## src/rtl/obi_to_axil_master.sv

```systemverilog
// Single-outstanding bridge: OBI-style core data port (req/gnt/rvalid) to an AXI4-lite master.
// Each granted request becomes one AXI-lite read (AR/R) or write (AW+W/B) transaction.
module obi_to_axil_master #(
   parameter int unsigned DATA_WIDTH = 32,
   parameter int unsigned ADDR_WIDTH = 16,
   parameter int unsigned STRB_WIDTH = DATA_WIDTH / 8,
   parameter logic [2:0]  AXI_PROT   = 3'b000
) (
   input  logic                  clk,
   input  logic                  rst_n,
   // core side
   input  logic                  data_req_i,
   output logic                  data_gnt_o,
   input  logic                  data_we_i,
   input  logic [STRB_WIDTH-1:0] data_be_i,
   input  logic [31:0]           data_addr_i,
   input  logic [DATA_WIDTH-1:0] data_wdata_i,
   output logic                  data_rvalid_o,
   output logic [DATA_WIDTH-1:0] data_rdata_o,
   output logic                  data_err_o,
   // AXI-lite write address
   output logic [ADDR_WIDTH-1:0] m_axil_awaddr,
   output logic [2:0]            m_axil_awprot,
   output logic                  m_axil_awvalid,
   input  logic                  m_axil_awready,
   // AXI-lite write data
   output logic [DATA_WIDTH-1:0] m_axil_wdata,
   output logic [STRB_WIDTH-1:0] m_axil_wstrb,
   output logic                  m_axil_wvalid,
   input  logic                  m_axil_wready,
   // AXI-lite write response
   input  logic [1:0]            m_axil_bresp,
   input  logic                  m_axil_bvalid,
   output logic                  m_axil_bready,
   // AXI-lite read address
   output logic [ADDR_WIDTH-1:0] m_axil_araddr,
   output logic [2:0]            m_axil_arprot,
   output logic                  m_axil_arvalid,
   input  logic                  m_axil_arready,
   // AXI-lite read data
   input  logic [DATA_WIDTH-1:0] m_axil_rdata,
   input  logic [1:0]            m_axil_rresp,
   input  logic                  m_axil_rvalid,
   output logic                  m_axil_rready
);

   typedef enum logic [2:0] {
      IDLE,
      WR_ADDR_DATA,
      WR_RESP,
      RD_ADDR,
      RD_DATA
   } state_e;

   state_e                  state_q, state_d;
   logic [ADDR_WIDTH-1:0]   addr_q, addr_d;
   logic [DATA_WIDTH-1:0]   wdata_q, wdata_d;
   logic [STRB_WIDTH-1:0]   wstrb_q, wstrb_d;
   logic                    awvalid_q, awvalid_d;
   logic                    wvalid_q, wvalid_d;
   logic                    arvalid_q, arvalid_d;
   logic                    rvalid_q, rvalid_d;
   logic                    err_q, err_d;
   logic [DATA_WIDTH-1:0]   rdata_q, rdata_d;
   logic                    aw_done, w_done;

   // Address bits above the AXI window, the sub-word offset and the low resp bits carry no meaning here.
   logic unused_bits;
   assign unused_bits = ^{data_addr_i[31:ADDR_WIDTH], data_addr_i[1:0],
                          m_axil_bresp[0], m_axil_rresp[0]};

   assign data_gnt_o = data_req_i && (state_q == IDLE);

   // A channel counts as done if it already handshook earlier or is handshaking now.
   assign aw_done = !awvalid_q || m_axil_awready;
   assign w_done  = !wvalid_q  || m_axil_wready;

   always_comb begin
      state_d   = state_q;
      addr_d    = addr_q;
      wdata_d   = wdata_q;
      wstrb_d   = wstrb_q;
      awvalid_d = awvalid_q;
      wvalid_d  = wvalid_q;
      arvalid_d = arvalid_q;
      rdata_d   = rdata_q;
      rvalid_d  = 1'b0;
      err_d     = 1'b0;

      unique case (state_q)
         IDLE: begin
            if (data_req_i) begin
               addr_d  = {data_addr_i[ADDR_WIDTH-1:2], 2'b00};
               wdata_d = data_wdata_i;
               wstrb_d = data_be_i;
               if (data_we_i) begin
                  awvalid_d = 1'b1;
                  wvalid_d  = 1'b1;
                  state_d   = WR_ADDR_DATA;
               end else begin
                  arvalid_d = 1'b1;
                  state_d   = RD_ADDR;
               end
            end
         end
         WR_ADDR_DATA: begin
            if (awvalid_q && m_axil_awready) awvalid_d = 1'b0;
            if (wvalid_q && m_axil_wready)   wvalid_d  = 1'b0;
            if (aw_done && w_done)           state_d   = WR_RESP;
         end
         WR_RESP: begin
            if (m_axil_bvalid) begin
               rvalid_d = 1'b1;
               err_d    = m_axil_bresp[1];
               state_d  = IDLE;
            end
         end
         RD_ADDR: begin
            if (m_axil_arready) begin
               arvalid_d = 1'b0;
               state_d   = RD_DATA;
            end
         end
         RD_DATA: begin
            if (m_axil_rvalid) begin
               rdata_d  = m_axil_rdata;
               rvalid_d = 1'b1;
               err_d    = m_axil_rresp[1];
               state_d  = IDLE;
            end
         end
         default: state_d = IDLE;
      endcase
   end

   always_ff @(posedge clk or negedge rst_n) begin
      if (!rst_n) begin
         state_q   <= IDLE;
         addr_q    <= '0;
         wdata_q   <= '0;
         wstrb_q   <= '0;
         awvalid_q <= 1'b0;
         wvalid_q  <= 1'b0;
         arvalid_q <= 1'b0;
         rvalid_q  <= 1'b0;
         err_q     <= 1'b0;
         rdata_q   <= '0;
      end else begin
         state_q   <= state_d;
         addr_q    <= addr_d;
         wdata_q   <= wdata_d;
         wstrb_q   <= wstrb_d;
         awvalid_q <= awvalid_d;
         wvalid_q  <= wvalid_d;
         arvalid_q <= arvalid_d;
         rvalid_q  <= rvalid_d;
         err_q     <= err_d;
         rdata_q   <= rdata_d;
      end
   end

   assign m_axil_awaddr  = addr_q;
   assign m_axil_awprot  = AXI_PROT;
   assign m_axil_awvalid = awvalid_q;
   assign m_axil_wdata   = wdata_q;
   assign m_axil_wstrb   = wstrb_q;
   assign m_axil_wvalid  = wvalid_q;
   assign m_axil_bready  = (state_q == WR_RESP);
   assign m_axil_araddr  = addr_q;
   assign m_axil_arprot  = AXI_PROT;
   assign m_axil_arvalid = arvalid_q;
   assign m_axil_rready  = (state_q == RD_DATA);

   assign data_rvalid_o  = rvalid_q;
   assign data_rdata_o   = rdata_q;
   assign data_err_o     = err_q;

endmodule

```

## config.mk

```make
export PLATFORM = sky130hd
export DESIGN_NAME = obi_to_axil_master
export DESIGN_NICKNAME = d
export VERILOG_FILES = /design/src/rtl/obi_to_axil_master.sv
export SDC_FILE = /design/constraint.sdc
export NUM_CORES = 1
export LEC_CHECK = 0
export CAP_MARGIN = 20
export CORE_MARGIN = 5
export CORE_UTILIZATION = 34
export DETAILED_ROUTE_END_ITERATION = 10
export PLACE_DENSITY_LB_ADDON = 0.25
export SYNTH_ARGS = -nofsm -noshare
export SYNTH_HDL_FRONTEND = slang
export SYNTH_SLANG_ARGS = --single-unit
```

## constraint.sdc

```tcl
create_clock -name clk -period 1.8 [get_ports clk]
set_clock_uncertainty 0.05 [all_clocks]
set_input_delay 0.45 -clock clk [delete_from_list [all_inputs] [get_ports clk]]
set_output_delay 0.45 -clock clk [all_outputs]
set_load 0.02 [all_outputs]
```

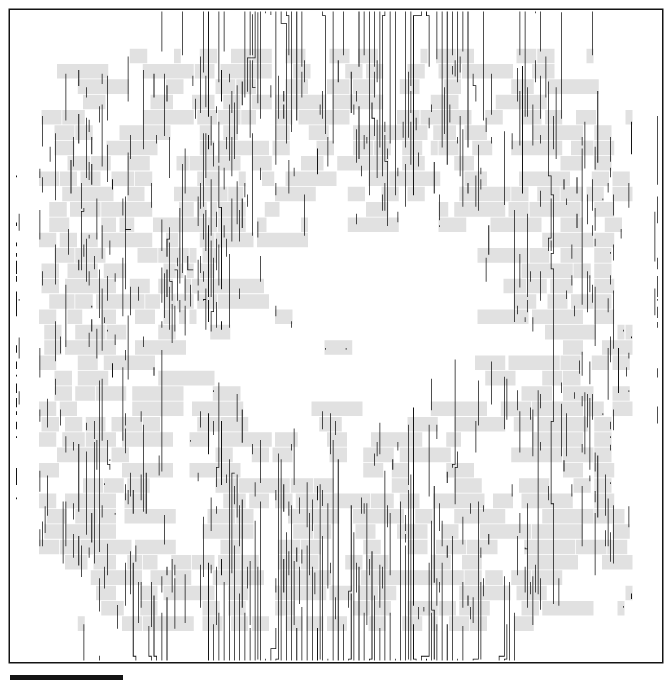
*The metal 2 layer*
The bar under the picture is 20 um long.
The longest straight run is 38.9 um. 498 nets have wire on it. The layer carries 4630 um of wire. The wires run mostly vertical. The layer holds 49% of the routed length.

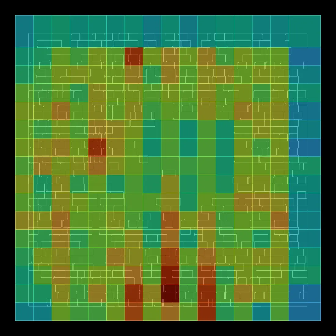
*Congestion heat map*
overall global routing resource usage: 0.144
final core occ: 0.542
met2 Resource Use GR: 0.240
Most Used Layer, Global Route: met2

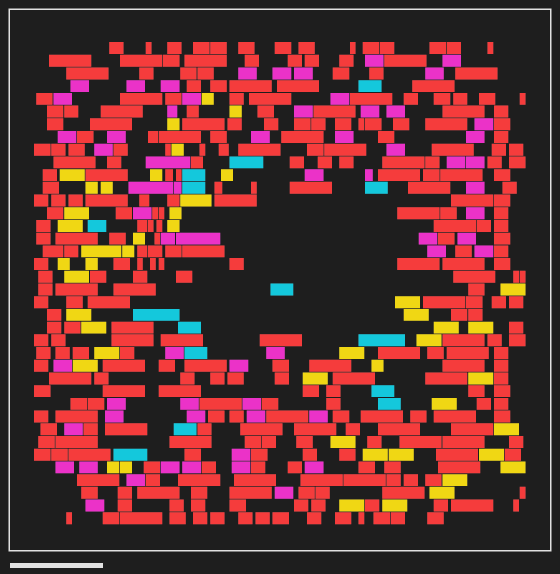
*Sizing map*
The bar under the picture is 20 um long.
x1 and smaller: in red, cells 317, most used dlygate4sd2_1. x3 and x4: in yellow, cells 47, most used mux2_4. x6 and larger: in cyan, cells 15, most used clkbuf_8. x2: in magenta, cells 62, most used mux2_2.

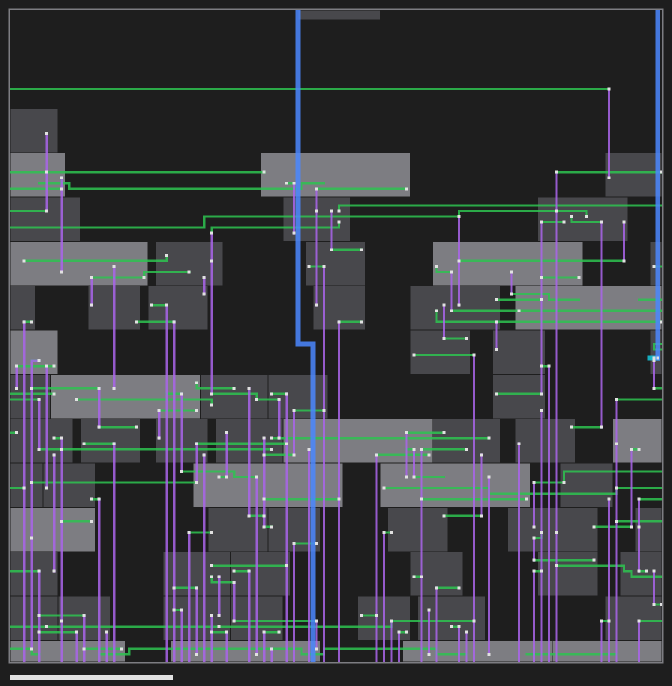
*Zoomed window*
The bar under the picture is 10 um long. Window x 38 to 78, y 15 to 55 um. Cells in gray, sequential cells in the stronger gray; small squares are vias.
M3: in cyan. M4: in blue. M2: in purple. M1: in green.
Netlist names of flops here include `m_axil_wdata` (5), `m_axil_araddr` (3). Sequential cells in the window: 9. 50 logic cells have their middle in the window. Most frequent: dlygate4sd2_1 (13), clkdlybuf4s50_1 (12), mux2_2 (11).

==> ci_impl_report.md <==
### Yosys + OpenROAD results

| Metric | Value |
|---|---|
| Outcome | `complete, but fails checks` |
| Failing checks | `setup timing` |
| Chip Area | `13400 sq um` |
| Slew at the pin with the worst max-slew slack | `520 ps` |
| Peak VDD IR | `between 0.8 and 0.9 mV` |
| Depth of the critical timing path with buffers and inverters included | `2` |
| CP max stage cell | `sky130_fd_sc_hd__dfrtp_2` |
| Syn_area_per_cell | `around 16 sq um` |
| Clk Tree Root Cell | `sky130_fd_sc_hd__clkbuf_8` |
| Reported clock group power | `around 1.2 mW` |
| Classification of the worst-slack hold path | `in -> async` |
| Final WS setup | `-21.9 ps` |
| DR vias | `2576` |
| Sequential cell area share | `0.382` |
| Final-report setup violation count | `1` |
| Pin count of the biggest net entering global routing | `about 50` |
| IO buf count | `196` |
| Pre-CTS worst setup slack | `-514 ps` |
| Final-stage net count | `between 500 and 600` |
| Number of hold violations in the final report | `0` |
[worst reg2reg max path: stages, from the launching register on]
cell	delay, ps
sky130_fd_sc_hd__dfrtp_2	460
sky130_fd_sc_hd__nor4b_4	330
sky130_fd_sc_hd__buf_6	200
sky130_fd_sc_hd__buf_16	190
sky130_fd_sc_hd__mux2_2	360
[cells in the mapped netlist]
cell type / number / area share
sky130_fd_sc_hd__a41o_2: 1 / 0.0030
sky130_fd_sc_hd__o211ai_1: 1 / 0.0020
sky130_fd_sc_hd__o21ai_0: 1 / 0.0013
sky130_fd_sc_hd__and2_1: 1 / 0.0017
sky130_fd_sc_hd__dfrtp_1: 90 / 0.59
sky130_fd_sc_hd__a31oi_1: 2 / 0.0033
sky130_fd_sc_hd__buf_4: 25 / 0.050
sky130_fd_sc_hd__or3b_2: 1 / 0.0023
sky130_fd_sc_hd__mux2_4: 28 / 0.11
sky130_fd_sc_hd__mux2_2: 54 / 0.16
sky130_fd_sc_hd__nand2b_1: 2 / 0.0033
sky130_fd_sc_hd__a32o_1: 1 / 0.0026
sky130_fd_sc_hd__conb_1: 1 / 0.00099
sky130_fd_sc_hd__a21oi_1: 1 / 0.0013
sky130_fd_sc_hd__nand2_1: 4 / 0.0040
sky130_fd_sc_hd__buf_6: 9 / 0.027
sky130_fd_sc_hd__a221o_1: 2 / 0.0053
sky130_fd_sc_hd__nor4b_4: 1 / 0.0063
sky130_fd_sc_hd__nor2_1: 3 / 0.0030
sky130_fd_sc_hd__o2bb2ai_1: 2 / 0.0046
sky130_fd_sc_hd__a21o_1: 2 / 0.0040
sky130_fd_sc_hd__inv_1: 6 / 0.0059
sky130_fd_sc_hd__nor3b_2: 1 / 0.0033
Power is estimated from default activity; no workload was simulated.
